--- src/rtl/stack_ptr_unit.sv ---
// Stack-pointer register with a valid/ready command port: INC, DEC, byte-serial LOAD and signed REL add.
// Define STACK_LIMIT_EN to suppress out-of-range updates and raise the sticky fault flag.
module stack_ptr_unit #(
    parameter int          SP_WIDTH    = 16,
    parameter int          STEP        = 1,
    parameter logic [31:0] RESET_VALUE = 32'h0000_FFFE,
    parameter logic [31:0] LIMIT_LO    = 32'h0000_0000,
    parameter logic [31:0] LIMIT_HI    = 32'h0000_FFFF
) (
    input  logic                clock,
    input  logic                reset,
    input  logic                cmd_valid,
    output logic                cmd_ready,
    input  logic [2:0]          cmd_op,
    input  logic [7:0]          data_bus,
    input  logic                byte_valid,
    output logic [SP_WIDTH-1:0] sp,
    output logic                flag_h,
    output logic                flag_c,
    output logic                busy,
    output logic                fault
);

`ifdef STACK_LIMIT_EN
    localparam bit LIMIT_EN = 1'b1;
`else
    localparam bit LIMIT_EN = 1'b0;
`endif

    localparam int NBYTES = SP_WIDTH / 8;
    localparam int CNT_W  = 2;
    localparam logic [SP_WIDTH-1:0] STEP_V  = SP_WIDTH'(STEP);
    localparam logic [SP_WIDTH-1:0] RESET_V = RESET_VALUE[SP_WIDTH-1:0];
    localparam logic [SP_WIDTH-1:0] LO_V    = LIMIT_LO[SP_WIDTH-1:0];
    localparam logic [SP_WIDTH-1:0] HI_V    = LIMIT_HI[SP_WIDTH-1:0];
    localparam logic [CNT_W-1:0]    LAST_B  = CNT_W'(NBYTES - 1);

    typedef enum logic [2:0] {
        OP_NOP  = 3'd0,
        OP_INC  = 3'd1,
        OP_DEC  = 3'd2,
        OP_LOAD = 3'd3,
        OP_REL  = 3'd4
    } op_e;

    typedef enum logic {IDLE, LOAD} state_e;

    state_e                      state, state_next;
    logic [CNT_W-1:0]            counter;
    logic [NBYTES-2:0][7:0]      buffer;
    logic [SP_WIDTH-1:0]         sp_cand;
    logic                        upd_sp, upd_flags, wrap, h_next, c_next, violate;
    logic [4:0]                  sum_lo4;
    logic [8:0]                  sum_lo8;

    assign cmd_ready = (state == IDLE);
    assign busy      = (state == LOAD);

    assign sum_lo4 = {1'b0, sp[3:0]} + {1'b0, data_bus[3:0]};
    assign sum_lo8 = {1'b0, sp[7:0]} + {1'b0, data_bus};

    // NOTE: every output of this block gets a default first so no latch is inferred.
    always_comb begin
        state_next = state;
        upd_sp     = 1'b0;
        upd_flags  = 1'b0;
        wrap       = 1'b0;
        sp_cand    = sp;
        h_next     = sum_lo4[4];
        c_next     = sum_lo8[8];
        case (state)
            IDLE: begin
                if (cmd_valid) begin
                    case (cmd_op)
                        OP_INC: begin
                            upd_sp          = 1'b1;
                            {wrap, sp_cand} = {1'b0, sp} + {1'b0, STEP_V};
                        end
                        OP_DEC: begin
                            upd_sp          = 1'b1;
                            {wrap, sp_cand} = {1'b0, sp} - {1'b0, STEP_V};
                        end
                        OP_REL: begin
                            upd_sp    = 1'b1;
                            upd_flags = 1'b1;
                            sp_cand   = sp + {{(SP_WIDTH-8){data_bus[7]}}, data_bus};
                        end
                        OP_LOAD: state_next = LOAD;
                        default: ;
                    endcase
                end
            end
            LOAD: begin
                if (byte_valid && counter == LAST_B) begin
                    upd_sp     = 1'b1;
                    sp_cand    = {data_bus, buffer};
                    state_next = IDLE;
                end
            end
            default: state_next = IDLE;
        endcase
    end

    assign violate = LIMIT_EN && upd_sp && (wrap || sp_cand < LO_V || sp_cand > HI_V);

    // NOTE: state updates use non-blocking assignments so all registers see pre-edge values.
    always_ff @(posedge clock or posedge reset) begin
        if (reset) begin
            state   <= IDLE;
            sp      <= RESET_V;
            flag_h  <= 1'b0;
            flag_c  <= 1'b0;
            fault   <= 1'b0;
            counter <= '0;
            buffer  <= '0;
        end else begin
            state <= state_next;
            if (upd_sp && !violate)
                sp <= sp_cand;
            if (upd_flags) begin
                flag_h <= h_next;
                flag_c <= c_next;
            end
            if (violate)
                fault <= 1'b1;
            if (state == IDLE) begin
                counter <= '0;
            end else if (byte_valid) begin
                if (counter == LAST_B) begin
                    counter <= '0;
                end else begin
                    for (int i = 0; i < NBYTES - 1; i++)
                        if (counter == CNT_W'(i))
                            buffer[i] <= data_bus;
                    counter <= counter + 1'b1;
                end
            end
        end
    end

endmodule
--- config.mk ---
export PLATFORM = sky130hd
export DESIGN_NAME = stack_ptr_unit
export DESIGN_NICKNAME = d
export VERILOG_FILES = /design/src/rtl/stack_ptr_unit.sv
export SDC_FILE = /design/constraint.sdc
export NUM_CORES = 1
export LEC_CHECK = 0
export ABC_AREA = 1
export ABC_CLOCK_PERIOD_IN_PS = 6000
export CAP_MARGIN = 20
export CORE_MARGIN = 10
export CORE_UTILIZATION = 59
export DETAILED_ROUTE_END_ITERATION = 16
export PLACE_DENSITY = 0.86
export SYNTH_ARGS = -nofsm -noshare
export SYNTH_HDL_FRONTEND = slang
export SYNTH_SLANG_ARGS = --single-unit
--- constraint.sdc ---
create_clock -name clock -period 6 [get_ports clock]
set_input_delay 1.2 -clock clock [delete_from_list [all_inputs] [get_ports clock]]
set_output_delay 1.2 -clock clock [all_outputs]
set_load 0.01 [all_outputs]
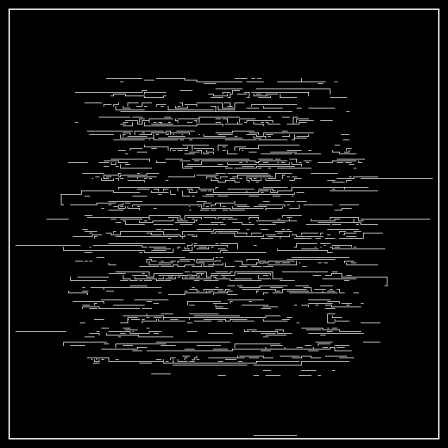
Fig. 1. M1 wires.
main direction: horizontal
longest straight run: 33.1 um
nets with wire on the layer: 343
Total Wirelength: 6012 um
GRT met1 Usage: 24.35%
vias after detailed routing: 2248

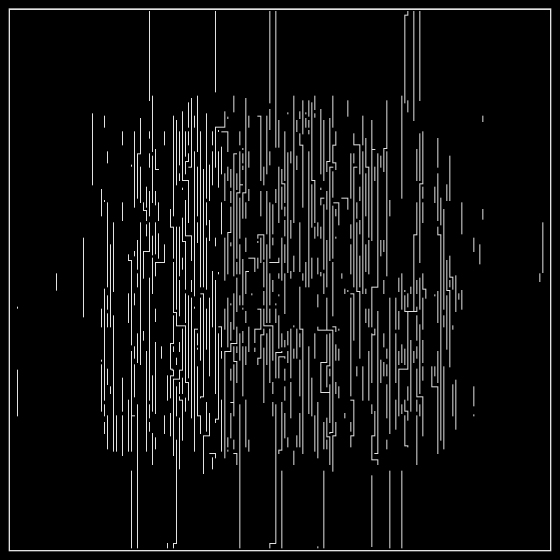
Fig. 2. Met2 routing.
nets with wire on the layer: 312
longest straight run: 31.5 um

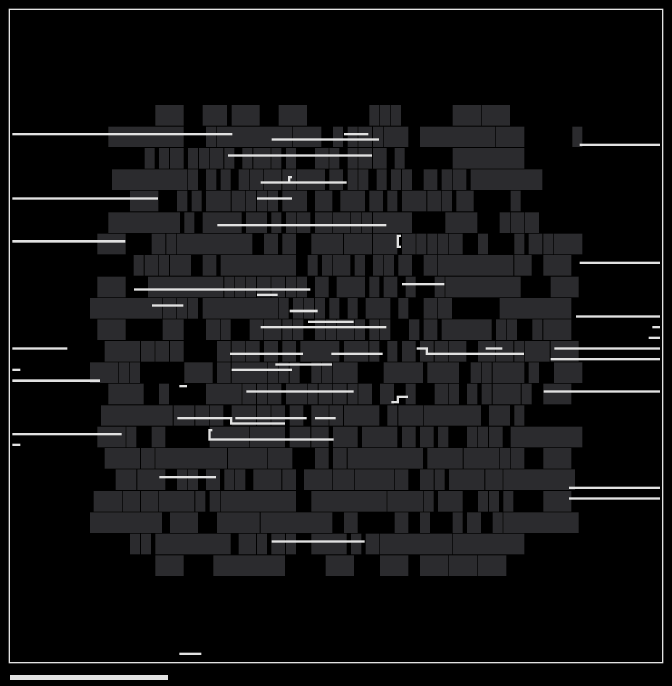
Fig. 3. Met3 routing.
Bar = 20 um.
nets with wire on the layer: 41
main direction: horizontal
longest straight run: 27.6 um

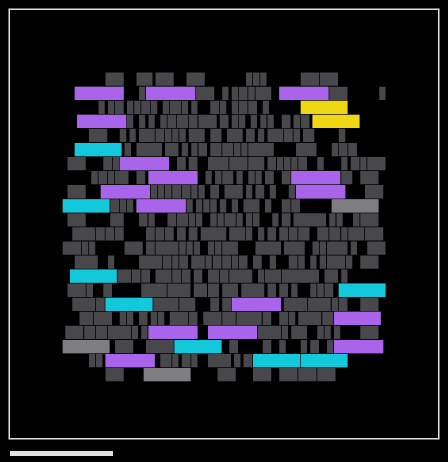
Fig. 4. Sequential cells colored by netlist name.
Bar = 20 um. Other sequential cells in the stronger gray, the rest of the logic in the fainter gray.
| color | signal | placed flops |
|---|---|---|
| purple | sp | 16 |
| cyan | buffer | 8 |
| yellow | counter | 2 |

==> results.ini <==
[worst_setup_path]
end_kind = flip-flop
critical_path_required_ns = 6.23
worst-endpoint-arrival_ns = 3.90
crit_fanout = 7
cp-start-kind = input pin
kind_of_critical_path = in2reg

[die]
core_area_um2 = 3744
die_area_um2 = 6845
floorplan.io_pins = 36

[clock_network]
cts.reportedPaths.clkPinSlew_ns = 0.06
number_of_cts_inserted_buffers = 5
cts-root-to-sink-buffers = 2
cts_root_buffer = clkbuf_8
cts_max_level = 2
clock_tree_from_tritoncts = yes
hold_buffers = 0

[routing]
first_pass_iters = 5
drt.antenna.violating_nets = 0
drt-vias-per-instance = 5.620

[timing]
slew_violations = 0
worst_hold_slack_ns = 0.4916
grt_setup_unrepaired = no
fmaxAchievable_mhz = 272.6
max_slew_margin_pct = 53.28
final.min_clock_period_ns = 3.669
worst_slack_ns = 2.331

[outcome]
run_status = completed

[pwr]
total_power_mw = 1.325
power_per_cell_area_nw_per_um2 = 476.9
ir_worst_vdd_mv = 0.2777
p_leak_nw = 1.357

[synthesis]
yosys_chip_area_um2 = 2322
ys.flops = 29
synth.avg_cell_area_um2 = 7.303
adder_share_pct = 8.405

[cells_and_area]
drive_above_1_share_pct = 13.35
top_cell_excl_fill_tap = nand2_1
layout.nets = 381
synthToLayoutAreaGrowth_pct = 19.67

[placement]
numPortBuffers = 34

[global_routing]
via_count_of_the_first_global_routing_pass = 2200

-- synth_stat cells, types with 3 or more instances --
| library cell | instances | share of area [%] |
|---|---|---|
| a31oi_1 | 4 | 1.1 |
| nand3_1 | 20 | 4.3 |
| inv_1 | 38 | 6.1 |
| nand3_2 | 3 | 1.3 |
| o41ai_1 | 3 | 1.1 |
| nor2_4 | 3 | 1.5 |
| ha_1 | 14 | 7.5 |
| dfrtp_1 | 14 | 15 |
| xor2_1 | 8 | 3.0 |
| a21oi_1 | 20 | 4.3 |
| o21ai_1 | 7 | 1.5 |
| o21ai_0 | 29 | 6.3 |
| nor2_1 | 14 | 2.3 |
| nand2_2 | 9 | 2.4 |
| nand4_1 | 4 | 1.1 |
| dfstp_2 | 15 | 17 |
| buf_2 | 3 | 0.65 |
| nand2_1 | 78 | 13 |
| o21a_1 | 4 | 1.3 |
-- critical path: stages --
cell	delay, ns
clkdlybuf4s50_1	0.50
nor2_4	0.15
inv_1	0.07
nor2_2	0.09
inv_1	0.13
o21ai_0	0.25
inv_1	0.09
fa_1	0.45
nor3_1	0.20
nor2_1	0.10
nor2_1	0.13
or2_1	0.15
nand2_1	0.07
nand2_1	0.06
nand2_1	0.05
nand3_1	0.06
nand2_1	0.07
nand2_1	0.06
-- final cells by class --
cell class                      instances  area, um2  share of cell area, %
Multi-Input combinational cell        239       1364                  49.08
Sequential cell                        29      744.5                  26.79
Timing Repair Buffer                   35      355.3                  12.79
Inverter                               41      153.9                  5.538
Clock buffer                            7      96.34                  3.467
Tap cell                               48      60.06                  2.161
Clock inverter                          1      5.005                 0.1801
-- worst paths after layout --
check / from / end / slack (ns) / cells past startpoint
max in group asynchronous: reset / sp[10] / 4.08 / 3
max reg2reg: busy / sp[3] / 2.90 / 9
min: buffer[3] / buffer[3] / 0.49 / 2
min reg2reg: buffer[3] / buffer[3] / 0.49 / 2
min in group asynchronous: reset / flag_c / 1.31 / 2
max: cmd_op[1] / sp[12] / 2.33 / 18
-- where the power goes --
group	total, mW	switching (mW)	leakage [nW]	internal (mW)
clock network	0.179	0.0758	0.0542	0.104
registers	0.441	0.117	0.331	0.324
logic	0.705	0.392	0.972	0.312
total	1.33	0.585	1.36	0.740
-- cells by family (layout without fill, tap and decap cells) --
logic type / after synthesis / in the layout
simple gates: 139 / 139
compound gates: 74 / 74
buf+inv: 50 / 84
flops: 29 / 29
fa+ha+maj: 15 / 15
xor+xnor: 10 / 10
other cells: 1 / 1
-- through the flow --
stage | util [%] | cell area (um2)
6_report | 74.23 | 2779
3_5_place_dp | 71.52 | 2678
5_1_grt | 74.23 | 2779
2_1_floorplan | - | 2322
4_1_cts | 74.23 | 2779
3_3_place_gp | 71.12 | 2663
-- metal layers --
metal  track usage, %  vias up
li1                 -     1110
met2            30.71       77
met1            24.35     1052
met4            5.184        0
met3            4.644        9
met5                0        -
-- state kept, by name (all words and copies together), names as in the netlist --
signal	flops
buffer	8
busy	1
counter	2
sp	16
flag_h	1
flag_c	1
Power figures rest on the tool's default switching activity, not on a simulated workload.
